### src/rtl/ula_arbitro.sv
// ---------------------------------------------------------------------------
// ula_arbitro
//
// Round-robin arbiter that shares one combinational ALU between two
// requesters. A transaction always takes three cycles: IDLE samples the
// requests and latches the winner's opcode/operands, EXEC presents them to
// the ALU, and DONE holds the captured result while the winner's ack pulses.
//
// Ports
//   clk            rising-edge clock
//   rst_n          asynchronous active-low reset
//   req0, req1     operation request from requester 0 / 1
//   s0, s1         3-bit ALU opcode of requester 0 / 1
//   a0, b0         operands of requester 0
//   a1, b1         operands of requester 1
//   ack0, ack1     one-cycle completion pulse (high in DONE for the winner)
//   result         last captured ALU result, held until the next capture
//   alu_a, alu_b   operands driven to the shared ALU
//   alu_s          opcode driven to the shared ALU
//   alu_f          combinational result returned by the shared ALU
//   busy           high whenever a transaction is in flight
//   gnt_id         requester owning the current or last transaction
//   op_cnt         number of completed transactions, wraps at 256
// ---------------------------------------------------------------------------
module ula_arbitro (
   input  logic       clk,
   input  logic       rst_n,
   input  logic       req0,
   input  logic       req1,
   input  logic [2:0] s0,
   input  logic [2:0] s1,
   input  logic [2:0] a0,
   input  logic [2:0] b0,
   input  logic [2:0] a1,
   input  logic [2:0] b1,
   output logic       ack0,
   output logic       ack1,
   output logic [3:0] result,
   output logic [2:0] alu_a,
   output logic [2:0] alu_b,
   output logic [2:0] alu_s,
   input  logic [3:0] alu_f,
   output logic       busy,
   output logic       gnt_id,
   output logic [7:0] op_cnt
);

   typedef enum logic [1:0] {
      IDLE = 2'd0,
      EXEC = 2'd1,
      DONE = 2'd2
   } state_t;

   state_t     r_state;
   state_t     w_next;
   logic       w_winner;
   logic       w_grant;

   logic       r_gnt;
   logic       r_last;
   logic [2:0] r_s;
   logic [2:0] r_a;
   logic [2:0] r_b;
   logic [3:0] r_result;
   logic [7:0] r_cnt;

   // State register; reset drops any transaction in flight straight to IDLE.
   always_ff @(posedge clk or negedge rst_n) begin
      if (!rst_n) begin
         r_state <= IDLE;
      end else begin
         r_state <= w_next;
      end
   end

   // Round-robin pick: a lone requester always wins, under contention the
   // requester that was not granted last time wins.
   always_comb begin
      w_winner = 1'b0;
      if (req0 && req1) begin
         w_winner = ~r_last;
      end else begin
         w_winner = req1;
      end
   end

   // Next-state logic and Moore outputs.
   always_comb begin
      w_next  = r_state;
      w_grant = 1'b0;
      ack0    = 1'b0;
      ack1    = 1'b0;
      busy    = 1'b1;
      case (r_state)
         IDLE: begin
            busy = 1'b0;
            if (req0 || req1) begin
               w_grant = 1'b1;
               w_next  = EXEC;
            end
         end
         EXEC: begin
            w_next = DONE;
         end
         DONE: begin
            ack0   = ~r_gnt;
            ack1   = r_gnt;
            w_next = IDLE;
         end
         default: begin
            w_next = IDLE;
         end
      endcase
   end

   // Datapath: latch the winner on grant, capture the ALU at the end of
   // EXEC and count completions when DONE retires. last-grant resets to 1
   // so that requester 0 wins the very first contention.
   always_ff @(posedge clk or negedge rst_n) begin
      if (!rst_n) begin
         r_gnt    <= 1'b0;
         r_last   <= 1'b1;
         r_s      <= 3'd0;
         r_a      <= 3'd0;
         r_b      <= 3'd0;
         r_result <= 4'd0;
         r_cnt    <= 8'd0;
      end else begin
         if (w_grant) begin
            r_gnt  <= w_winner;
            r_last <= w_winner;
            r_s    <= w_winner ? s1 : s0;
            r_a    <= w_winner ? a1 : a0;
            r_b    <= w_winner ? b1 : b0;
         end
         if (r_state == EXEC) begin
            r_result <= alu_f;
         end
         if (r_state == DONE) begin
            r_cnt <= r_cnt + 8'd1;
         end
      end
   end

   // The ALU sees only latched values, so requester operand changes after
   // the grant cannot disturb the transaction in flight.
   assign alu_a  = r_a;
   assign alu_b  = r_b;
   assign alu_s  = r_s;
   assign result = r_result;
   assign gnt_id = r_gnt;
   assign op_cnt = r_cnt;

endmodule

### config.mk
export PLATFORM = sky130hd
export DESIGN_NAME = ula_arbitro
export DESIGN_NICKNAME = d
export VERILOG_FILES = /design/src/rtl/ula_arbitro.sv
export SDC_FILE = /design/constraint.sdc
export NUM_CORES = 1
export LEC_CHECK = 0
export CORE_AREA = 5 5 60 62
export CTS_CLUSTER_SIZE = 8
export DETAILED_ROUTE_END_ITERATION = 16
export DIE_AREA = 0 0 65 67
export GPL_TIMING_DRIVEN = 0
export PLACE_DENSITY = 0.82
export SYNTH_ARGS = -nofsm -noshare
export SYNTH_HDL_FRONTEND = slang
export SYNTH_SLANG_ARGS = --single-unit
export TNS_END_PERCENT = 20
### constraint.sdc
create_clock -name clk -period 2.25 [get_ports clk]
set_clock_uncertainty 0.2 [all_clocks]
set_input_delay 0.45 -clock clk [delete_from_list [all_inputs] [get_ports clk]]
set_output_delay 0.45 -clock clk [all_outputs]
set_load 0.01 [all_outputs]
==> flow_summary.yaml <==
# generated from flow reports
clock_tree:
  cts_buffer_depth: 2
  ctsResizeCount: 3
  h-tree-depth: 1
  cts_hold_buf: 0
yosys:
  synth-seq-area-share_pct: 54.4
  ys.flop_type: "dfrtp_1"
  synth_cell_type_count: 27
  synth-async-reset-ratio_pct: 100
  topCombFamilyByArea: "multiplexers"
  fp_nets: 112
  top_cells_by_area: "dfrtp_1 52%, mux2_2 13%, mux2_4 12%, xnor2_1 3.8%, dfstp_2 2.3%"
  edf_count: 0
  top_area_share_pct: 52.1
  ys.flops: 25
  syn_area_um2: 1150
  adder_share_pct: 1.09
  yosys-mux-area-fraction_pct: 24.4
  syn_inst: 85
  avgSynthCellArea_um2: 13.6
  synth_warnings: 0
layout:
  clk_share_pct: 1.51
  lay_top_cells: "48 x clkdlybuf4s50_1, 23 x dfrtp_1, 13 x mux2_2, 9 x mux2_4, 6 x nand2_1"
  seq_share_pct: 36.1
  inverters_excl_clock: 4
  postLayoutCoreUtil_pct: 58.4
  final_area_um2: 1740
  drive_gt1_share_pct: 23.6
  final_cell_count_no_fill: 173
  buffers: 53
  final_common_cell: "clkdlybuf4s50_1"
  final_nets: 168
  seq_area_um2: 628
  dominant_cells: "flip-flops and latches"
drt:
  vias: 836
  viasPerCell: 4.83
  ant_nets: 0
  routed_wl_mm: 2.49
  top_layer: "met4"
  drtIter0Drc: 33
floorplan:
  die_h_um: 67
  ios: 51
  design.core.area_um2: 2980
  tapCellCount: 33
global_routing:
  grt_pass1_vias: 955
  antenna_found_initial: 0
  grt_pass1_wl_mm: 4.27
  track_usage_pct: 12.7
  met1_usage_pct: 13.9
power:
  power_frac_seq_pct: 39.1
  pwr-share-clk_pct: 9.3
  ir_worst_vdd_mv: 0.510
  comb_power_share_pct: 51.6
  maxPowerGroup: "combinational cells"
  swShare_pct: 33.4
  p_int_mw: 1.39
  cellLeakagePower_nw: 0.783
  p_seq_mw: 0.815
  powerDensity_nw_per_um2: 1200
  p_total_mw: 2.08
  switching_power_mw: 0.696
final_timing:
  final_hold_viol_count: 0
  rsz0062_at_grt: "no"
  timing.final.max_slew_violations: 0
  setup_slack_ns: 0.119
  max_slew_margin_pct: 24.7
  finalSetupViolCount: 0
place:
  io_buffers: 50
  dpl.hpwl_mm: 2.02
  place_congestion: 0.751
critical_path:
  reg2reg_depth: 4
  cp-startpoint: "r_state[0]$_DFFE_PN0P_"
  regToRegStartpoint: "r_last$_DFFE_PN1P_"
  worstSetupStartpointType: "register"
  cpPeakStageDelay_ns: 0.50
  cpMaxStageDelayCell: "clkdlybuf4s50_1"
  path_buffers: 2
  rr_endpoint: "alu_a[0]$_DFFE_PN0P_"
  critical_path_depth: 3
  arrival_ns: 1.48
  crit_path_cell_trace: "nor2_4 -> inv_1 -> clkdlybuf4s50_1"
job:
  maxCapViolCount: 0
worst_hold_path:
  whs_endpoint: "op_cnt[7]$_DFFE_PN0N_"
  hold_class: "reg -> reg"
status:
  outcome: "finished clean"
Layout detail:
Region (12, 14) to (52, 54) um. Cells in gray, sequential cells in the stronger gray; small squares are vias.
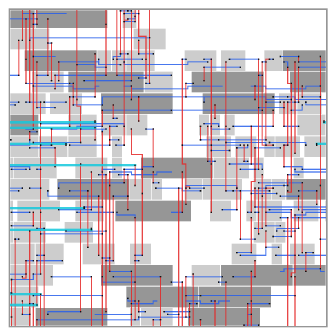
- M1: blue
- M3: cyan
- M2: red
- netlist names of flops here include: op_cnt (6), result (4), alu_b (2)
- cells with their middle in the window: 84
- sequential cells in the window: 18
- most frequent: dfrtp_1 (16), clkdlybuf4s50_1 (10), mux2_2 (8)

Clock wires, drivers and flops:
The bar under the picture is 20 um long.
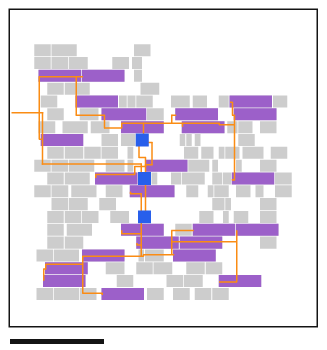
- clock-net drivers: blue (count 3)
- clock wires: orange (length 277 um)
- flip-flops: purple (count 25)
- routed clock nets: 4

Clock nets:
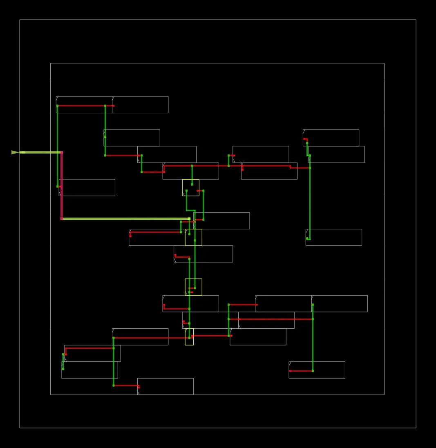
worst skew pair latency: 0.31 ns
clock sinks: 25
Flops: 25

M3 wires:
Cells faint in the background.
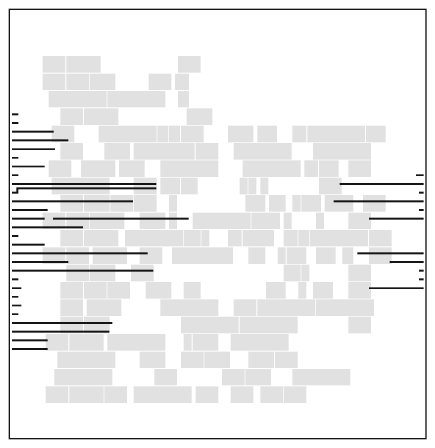
- main direction: horizontal
- longest straight run: 22.3 um
- wire length on this layer: 298 um
- nets with wire on the layer: 39
- share of all routed wire: 12%

Signal metal coverage by tile:
The bar under the picture is 20 um long. The die is cut into 13 by 13 equal tiles; white is low, dark blue is high, scaled to the fullest tile. Values are wire area over tile area, all layers added.
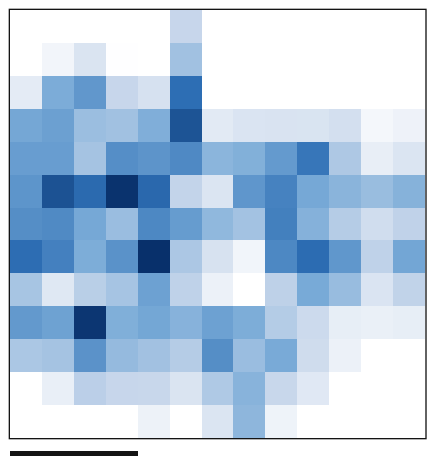
- tiles over half the peak: 25%
- mean over tiles: 0.095
- emptiest ninth of the die: upper right
- densest ninth of the die: middle left

Power and IR drop assume default switching activity.
